**src/rtl/prog_loader.sv**
```systemverilog
// Serial program loader: receives A5/count/big-endian words over 8N1 UART and writes them to RAM
// port A, holding the CPU in reset until a full image is written. PROG_LOADER_CHECKSUM_EN adds an
// XOR checksum byte after the last word.
module prog_loader #(
    parameter int unsigned CLK_FREQ = 100_000_000,
    parameter int unsigned BAUD     = 115200,
    parameter int unsigned ADDR_W   = 8,
    parameter int unsigned DATA_W   = 16
) (
    input  logic              clk,
    input  logic              rst_n,
    input  logic              rxd,
    output logic              ena,
    output logic              wea,
    output logic [ADDR_W-1:0] addra,
    output logic [DATA_W-1:0] dina,
    output logic              cpu_hold,
    output logic              load_done,
    output logic              load_err
);
    localparam int unsigned ClksPerBit = CLK_FREQ / BAUD;
    localparam int unsigned CntW       = $clog2(ClksPerBit);
    localparam logic [CntW-1:0] BitLast  = CntW'(ClksPerBit - 1);
    localparam logic [CntW-1:0] HalfLast = CntW'(ClksPerBit / 2 - 1);

    typedef enum logic [1:0] {RxIdle, RxStart, RxData, RxStop} rx_st_e;
`ifdef PROG_LOADER_CHECKSUM_EN
    typedef enum logic [2:0] {
        StWaitHdr, StGetCnt, StGetHi, StGetLo, StWrite, StGetSum, StDone
    } fr_st_e;
`else
    typedef enum logic [2:0] {StWaitHdr, StGetCnt, StGetHi, StGetLo, StWrite, StDone} fr_st_e;
`endif

    logic              rxd_meta_q, rxd_s_q;
    rx_st_e            rx_st_q, rx_st_d;
    logic [CntW-1:0]   cnt_q, cnt_d;
    logic [2:0]        bit_q, bit_d;
    logic [7:0]        shift_q, shift_d, rx_byte_q, rx_byte_d;
    logic              rx_valid_q, rx_valid_d, frm_err_q, frm_err_d;
    fr_st_e            fr_q, fr_d;
    logic [8:0]        left_q, left_d;
    logic [ADDR_W-1:0] addr_q, addr_d;
    logic [7:0]        hi_q, hi_d;
    logic [DATA_W-1:0] dina_q, dina_d;
    logic              err_q, err_d;
`ifdef PROG_LOADER_CHECKSUM_EN
    logic [7:0]        sum_q, sum_d;
`endif

    always_ff @(posedge clk or negedge rst_n) begin
        if (!rst_n) begin
            rxd_meta_q <= 1'b1;
            rxd_s_q    <= 1'b1;
            rx_st_q    <= RxIdle;
            cnt_q      <= '0;
            bit_q      <= '0;
            shift_q    <= '0;
            rx_byte_q  <= '0;
            rx_valid_q <= 1'b0;
            frm_err_q  <= 1'b0;
            fr_q       <= StWaitHdr;
            left_q     <= '0;
            addr_q     <= '0;
            hi_q       <= '0;
            dina_q     <= '0;
            err_q      <= 1'b0;
`ifdef PROG_LOADER_CHECKSUM_EN
            sum_q      <= '0;
`endif
        end else begin
            rxd_meta_q <= rxd;
            rxd_s_q    <= rxd_meta_q;
            rx_st_q    <= rx_st_d;
            cnt_q      <= cnt_d;
            bit_q      <= bit_d;
            shift_q    <= shift_d;
            rx_byte_q  <= rx_byte_d;
            rx_valid_q <= rx_valid_d;
            frm_err_q  <= frm_err_d;
            fr_q       <= fr_d;
            left_q     <= left_d;
            addr_q     <= addr_d;
            hi_q       <= hi_d;
            dina_q     <= dina_d;
            err_q      <= err_d;
`ifdef PROG_LOADER_CHECKSUM_EN
            sum_q      <= sum_d;
`endif
        end
    end

    // RX bit engine: cnt_q counts clocks within the current bit.
    always_comb begin
        rx_st_d    = rx_st_q;
        cnt_d      = cnt_q + CntW'(1);
        bit_d      = bit_q;
        shift_d    = shift_q;
        rx_byte_d  = rx_byte_q;
        rx_valid_d = 1'b0;
        frm_err_d  = 1'b0;
        unique case (rx_st_q)
            RxIdle: begin
                cnt_d = '0;
                if (!rxd_s_q) rx_st_d = RxStart;
            end
            RxStart: begin
                if (cnt_q == HalfLast) begin
                    cnt_d   = '0;
                    bit_d   = '0;
                    rx_st_d = rxd_s_q ? RxIdle : RxData;
                end
            end
            RxData: begin
                if (cnt_q == BitLast) begin
                    cnt_d   = '0;
                    shift_d = {rxd_s_q, shift_q[7:1]};
                    bit_d   = bit_q + 3'd1;
                    if (bit_q == 3'd7) rx_st_d = RxStop;
                end
            end
            RxStop: begin
                if (cnt_q == BitLast) begin
                    cnt_d   = '0;
                    rx_st_d = RxIdle;
                    if (rxd_s_q) begin
                        rx_valid_d = 1'b1;
                        rx_byte_d  = shift_q;
                    end else begin
                        frm_err_d = 1'b1;
                    end
                end
            end
            default: rx_st_d = RxIdle;
        endcase
    end

    always_comb begin
        fr_d   = fr_q;
        left_d = left_q;
        addr_d = addr_q;
        hi_d   = hi_q;
        dina_d = dina_q;
        err_d  = err_q;
`ifdef PROG_LOADER_CHECKSUM_EN
        sum_d  = sum_q;
`endif
        unique case (fr_q)
            StWaitHdr: if (rx_valid_q && rx_byte_q == 8'hA5) fr_d = StGetCnt;
            StGetCnt: begin
                if (rx_valid_q) begin
                    left_d = (rx_byte_q == 8'h00) ? 9'd256 : {1'b0, rx_byte_q};
                    addr_d = '0;
                    fr_d   = StGetHi;
`ifdef PROG_LOADER_CHECKSUM_EN
                    sum_d  = '0;
`endif
                end
            end
            StGetHi: begin
                if (rx_valid_q) begin
                    hi_d = rx_byte_q;
                    fr_d = StGetLo;
`ifdef PROG_LOADER_CHECKSUM_EN
                    sum_d = sum_q ^ rx_byte_q;
`endif
                end
            end
            StGetLo: begin
                if (rx_valid_q) begin
                    dina_d = DATA_W'({hi_q, rx_byte_q});
                    fr_d   = StWrite;
`ifdef PROG_LOADER_CHECKSUM_EN
                    sum_d  = sum_q ^ rx_byte_q;
`endif
                end
            end
            StWrite: begin
                addr_d = addr_q + ADDR_W'(1);
                left_d = left_q - 9'd1;
`ifdef PROG_LOADER_CHECKSUM_EN
                fr_d   = (left_q == 9'd1) ? StGetSum : StGetHi;
`else
                fr_d   = (left_q == 9'd1) ? StDone : StGetHi;
`endif
            end
`ifdef PROG_LOADER_CHECKSUM_EN
            StGetSum: begin
                if (rx_valid_q) begin
                    if (rx_byte_q == sum_q) begin
                        fr_d = StDone;
                    end else begin
                        err_d = 1'b1;
                        fr_d  = StWaitHdr;
                    end
                end
            end
`endif
            StDone: begin
                if (rx_valid_q && rx_byte_q == 8'hA5) begin
                    err_d = 1'b0;
                    fr_d  = StGetCnt;
                end
            end
            default: fr_d = StWaitHdr;
        endcase
        // A running CPU is left alone on line noise; only the sticky flag records it.
        if (frm_err_q) begin
            err_d = 1'b1;
            if (fr_q != StDone) fr_d = StWaitHdr;
        end
    end

    always_comb begin
        ena       = (fr_q == StWrite);
        wea       = (fr_q == StWrite);
        addra     = addr_q;
        dina      = dina_q;
        cpu_hold  = (fr_q != StDone);
        load_done = (fr_q == StDone);
        load_err  = err_q;
    end
endmodule

```
**config.mk**
```make
export PLATFORM = sky130hd
export DESIGN_NAME = prog_loader
export DESIGN_NICKNAME = d
export VERILOG_FILES = /design/src/rtl/prog_loader.sv
export SDC_FILE = /design/constraint.sdc
export NUM_CORES = 1
export LEC_CHECK = 0
export CELL_PAD_IN_SITES_DETAIL_PLACEMENT = 0
export CELL_PAD_IN_SITES_GLOBAL_PLACEMENT = 1
export CORE_MARGIN = 1.5
export CORE_UTILIZATION = 44
export CTS_BUF_LIST = sky130_fd_sc_hd__clkbuf_8
export CTS_CLUSTER_SIZE = 20
export DETAILED_ROUTE_END_ITERATION = 6
export PLACE_DENSITY_LB_ADDON = 0.1
export RECOVER_POWER = 25
export SKIP_CTS_REPAIR_TIMING = 1
export SYNTH_ARGS = -nofsm -noshare
export SYNTH_HDL_FRONTEND = slang
export SYNTH_SLANG_ARGS = --single-unit
```
**constraint.sdc**
```tcl
create_clock -name clk -period 2.4 [get_ports clk]
set_clock_uncertainty 0.2 [all_clocks]
set_input_delay 0.24 -clock clk [delete_from_list [all_inputs] [get_ports clk]]
set_output_delay 0.24 -clock clk [all_outputs]
set_load 0.01 [all_outputs]
```
Run 1, gate-type map:
Scale: 4 px per um.
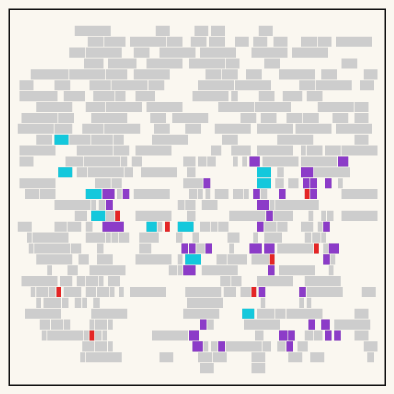
non-inverting ao/oa cells -> cyan  # cells 10
inv cells -> red  # cells 8
aoi and oai cells -> purple  # cells 40
Final Instance Count excl. Fillers: 459
fraction of area in multi-input gates: 34.7%
Top cell excl fill/tap: dfrtp_1

Run 1, clock wires, drivers and flops:
Scale: 4 px per um.
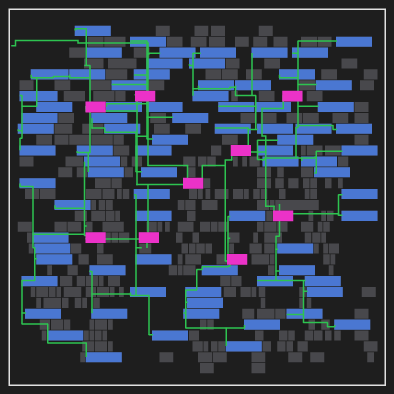
clock wires -> green  # length 940 um
flip-flops -> blue  # count 80
clock-net drivers -> magenta  # count 9
flops lie = spread over the die
routed clock nets = 10
Clk. pwr: 978 uW
Worst-Skew Late Latency: 0.35 ns
Clock power frac: 41.4%

==> CHANGELOG.md, run 1 <==
## Flow update

- Comb pwr: around 30 uW
- Root Buffer Master: clkbuf_8
- Crit-path leading delay family: simple AND/OR/NAND/NOR gates
- Maximum clock path buffer count: 2
- Combinational share of power: roughly 1.3%
- Starting density of the core: 46.0%
- Highest clock rate: between 0.4 and 0.5 GHz
- Reg2reg end: shift_q[3]$_DFFE_PN0P_
- Flop Count: 80
- Wire length on met2: 3450 um
- Hold depth: 0
- CP Launch Point: cnt_q[5]$_DFF_PN0_
- Synth top cells by count: dfrtp_1 (78), mux2_2 (33), nor2_1 (22)
- Critical Path Sink: shift_q[3]$_DFFE_PN0P_
- Avg Inst Size Synth: roughly 12 um^2
- Count of tool warnings: 28
- Top sig layer: met4
- CP cell instances: or3b_1 -> or4_4 -> nor2_4 -> buf_12 -> mux2_4
- Vias/cell: roughly 5.4
- NetSw: 502 uW
- Worst Hold Class: register to register
- Fa+ha+maj area frac: under 10%
- Power, Total: about 2.4 mW
- Number of enable flip-flop cells: 0
- Syn_nets: 312
- Core ar.: around 7800 um^2
- FFs w/ async S/R, synth: 100%
- Endpoint class of the critical path: register
- Buffers outside the clock class: around 52
- Vias in the first global route: between 2000 and 2500
- # rows: 32
- DP Wirelength: slightly below 5000 um
- Congestion Overflow GR: 0
- Via count: between 2000 and 2500
- Post-synth regs: around 80
- Final slew viol count: 0
- First-pass GRT wire length: 12200 um
- Metal-1 WL: 3480 um
- M3 GR Usage: approximately 4%
- Clock Network Area Fraction: 4.50%
- Peak VDD IR: 0.000414 V
- Worst path slowest cell: or4_4
- Slowest cell delay on critical path: between 0.5 and 0.6 ns
- Layout area overhead: 20.2%
- CTS tree: yes
- Min Hold Slack: 0.161 ns
- Leading post-synthesis cells by cell area: dfrtp_1 (54%), mux2_2 (10%), mux2_4 (3.3%), o21ai_0 (2.6%), ha_1 (2.4%)
- LEAKAGE: approximately 2.1 nW
- Synth mux share: between 10% and 20%
- Number of flip-flops in the largest register: 16
- Flop pwr share: 57.3%
- Final hold violation count: 0
- Area leader, netlist: dfrtp_1
- Gpl congestion: just under 0.8
- Yosys cell types: approximately 54
- MI comb area: about 1500 um^2
- Synth Cell Area: ~3600 um^2
- Chip height: roughly 94 um
- Launching point of the worst reg2reg path: cnt_q[5]$_DFF_PN0_
- Seq/Total Area, Yosys: a little under three fifths
- Number of logic gates: between 200 and 250
- Nonclk inv count: 8
- Setup crit start kind: register
- Minimum clock period: 2.36 ns
- Worst reg2reg path depth: 5
- Outcome: complete, no violations
- # diodes: 0
- Met3 wire len: roughly 200 um
- Filler instances: between 700 and 800
- NumNets Final: roughly 360
- Reg clk slew, reported paths: roughly 0.080 ns
- Top Layout Cells: dfrtp_1 (78), mux2_2 (33), clkdlybuf4s50_1 (29)
- Worst Tran Pin Value: between 0.7 and 0.8 ns
- Net Sw Frac: roughly a fifth
- Iter 0 DRT Violations: 146
- Commonest flop: dfrtp_1
- Most frequent cell after synthesis: dfrtp_1
- Yosys stat area: roughly 3600 um^2
- Num CTS Buffers: 9
- Seq area share: a little under half
- Area fraction in compound gates: 9.59%
- Routed Antenna Nets: 0
Run 1, congestion heat map:
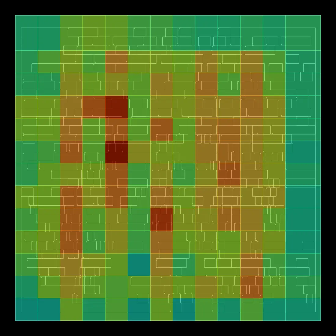
routed len/inst: 15.8 um
met1 Usage GRT: 24.9%
Final Core Density: 55.3%
GRT Resource Usage Total: 18.1%
GR Util met2: 27.9%

Run 1, wiring heat map:
Scale: 4 px per um. 19 x 19 tiles, from white (low) to dark blue (high), scaled to the fullest tile. Values are wire area over tile area, all layers added.
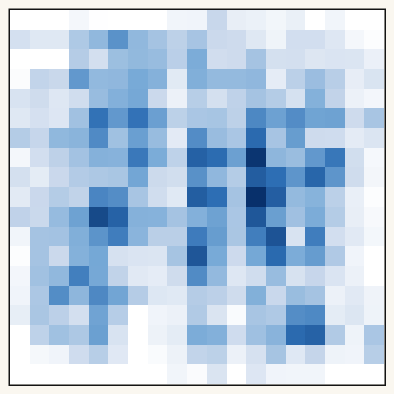

--- run 2 (diff from run 1) ---
PLACE_DENSITY = 0.89   (was unset)
PLACE_DENSITY_LB_ADDON = unset   (was 0.1)
Run 2, wiring heat map:
Scale: 4 px per um. 19 x 19 tiles, from white (low) to dark blue (high), scaled to the fullest tile. Values are wire area over tile area, all layers added.
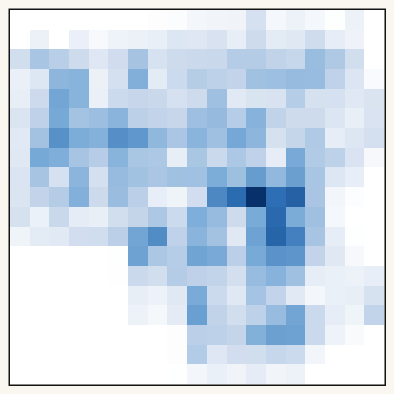
fullest tile = 0.57
densest ninth of the die = center
nearly empty tiles = 22%
emptiest ninth of the die = south-west
mean over tiles = 0.12
tiles over half the peak = 8.0%
final WL: 7010 um
via count: 2485
routed len/inst: 15.3 um

Run 2, nets reached from selected ports:
Scale: 4 px per um.
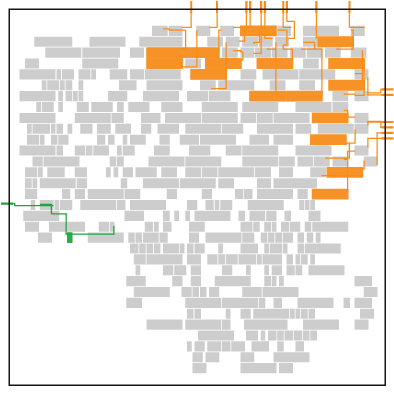
load_done -> green  # direction output, end cells 1, buffers 1, wire 38.8 um
dina -> orange  # direction output, end cells 16, buffers 16, wire 308 um

==> run 2 against run 1 <==
Critical path depth stayed put. Clock power is 29% higher. Clock-buffer cell count is 1 lower. Fmax is 1.8% higher. Sequential cell count stayed put. Global-route usage is 0.32 points lower. Critical path type unchanged. Largest cell class unchanged. Largest power group unchanged. Highest routed layer unchanged.
==> CHANGELOG.md, run 2 <==
## Flow update

- H-tree Lvls: 3
- Number of enable flip-flop cells: 0
- Leading post-synthesis cells by cell area: dfrtp_1 (54%), mux2_2 (10%), mux2_4 (3.3%), o21ai_0 (2.6%), ha_1 (2.4%)
- Top sig layer: met4
- First-pass GRT wire length: 12000 um
- Final hold violation count: 0
- Seq area share: 45.8%
- Final Core Density: a little under three fifths
- Seq/Total Area, Yosys: 55.5%
- Tap cells: approximately 100
- Met1 Usage GRT: around 23%
- GR Util met2: just under 30%
- GRT Resource Usage Total: approximately 18%
- Post-synth regs: about 80
- Area fraction in compound gates: around a tenth
- # diodes: 0
- Flop pwr share: approximately half
- Crit-path leading delay family: simple AND/OR/NAND/NOR gates
- Worst-Skew Late Latency: ~0.35 ns
- Core ar.: roughly 8000 um^2
- Reg clk slew, reported paths: 0.08 ns
- Flop Count: roughly 80
- Pwr top: registers
- Reg2reg end: shift_q[2]$_DFFE_PN0P_
- Final Instance Count excl. Fillers: ~460
- Root Buffer Master: clkbuf_8
- Fa+ha+maj area frac: 2.42%
- Synth Cell Area: ~3600 um^2
- Final Worst Setup Slack: around 0.087 ns
- Pint: just over 2 mW
- Synth warn: 0
- Synth top cells by count: dfrtp_1 (78), mux2_2 (33), nor2_1 (22)
- NumNets Final: between 300 and 400
- Num CTS Buffers: 9
- Endpoint class of the critical path: register
- CP Launch Point: cnt_q[5]$_DFF_PN0_
- Min Hold Slack: approximately 0.16 ns
- Synth mux share: between 10% and 20%
- Highest clock rate: ~0.43 GHz
- M3 GR Usage: roughly 3.5%
- FFs w/ async S/R, synth: 100%
- Comb pwr: around 29 uW
- Hold depth: 0
- Fraction of area in multi-input gates: between 30% and 40%
- Syn_nets: ~310
- Drt pass-1 iters: 4
- Minimum clock period: between 2 and 2.5 ns
- Top cell excl fill/tap: dfrtp_1
- Peak VDD IR: around 0.00034 V
- Power, Total: about 2.6 mW
- Largest cell class by area: registers
- # rows: 32
- Gpl congestion: slightly below 0.8
- Clock Network Area Fraction: roughly 5.9%
- Setup crit start kind: register
- Vias/cell: around 5.4
- Most frequent cell after synthesis: dfrtp_1
- Critical Path Sink: shift_q[2]$_DFFE_PN0P_
- Critical path class: register to register
- MI comb area: 1510 um^2
- TNS Setup: 0 ns
- DP Wirelength: slightly below 5000 um
- Outcome: complete, no violations
- Flop+latch power: around 1.4 mW
- Yosys cell types: between 50 and 60
- Number of flip-flops in the largest register: 16
- Chip height: between 90 and 100 um
- Congestion Overflow GR: 0
- Clock power frac: a little under half
- Vias in the first global route: 2492
- Launching point of the worst reg2reg path: cnt_q[5]$_DFF_PN0_
- Avg Inst Size Synth: approximately 12 um^2
- Number of logic gates: just over 200
- CTS tree: yes
- NetSw: about 570 uW
- Combinational share of power: between 1 and 1.5%
- Metal-1 WL: about 3300 um
- Count of tool warnings: 28
- Worst path slowest cell: or4_4
- Filler instances: between 600 and 700
- Final slew viol count: 0
- LEAKAGE: approximately 2.1 nW
- Nonclk inv count: 8
- Maximum clock path buffer count: 2
- Iter 0 DRT Violations: roughly 150
- Net Sw Frac: between 20% and 30%
- Worst reg2reg path depth: 5
- Layout area overhead: 21.1%
- Yosys stat area: 3610 um^2
- Wire length on met2: 3470 um
- Buffers outside the clock class: between 40 and 50
- Met3 wire len: roughly 180 um
- Chip area: roughly 8800 um^2
- Slowest cell delay on critical path: around 0.58 ns
- Routed Antenna Nets: 0
- Clk. pwr: between 1 and 1.5 mW
- Starting density of the core: between 40% and 50%
- Worst Tran Pin Value: 0.723 ns
- Commonest flop: dfrtp_1
- Area leader, netlist: dfrtp_1
- CP cell instances: or3b_1 -> or4_4 -> nor2_4 -> buf_4 -> mux2_4
- Top Layout Cells: dfrtp_1 (78), mux2_2 (33), clkdlybuf4s50_1 (27)
- Post-Synthesis Cells: approximately 300
- Worst Hold Class: register to register
Power figures rest on the tool's default switching activity, not on a simulated workload.
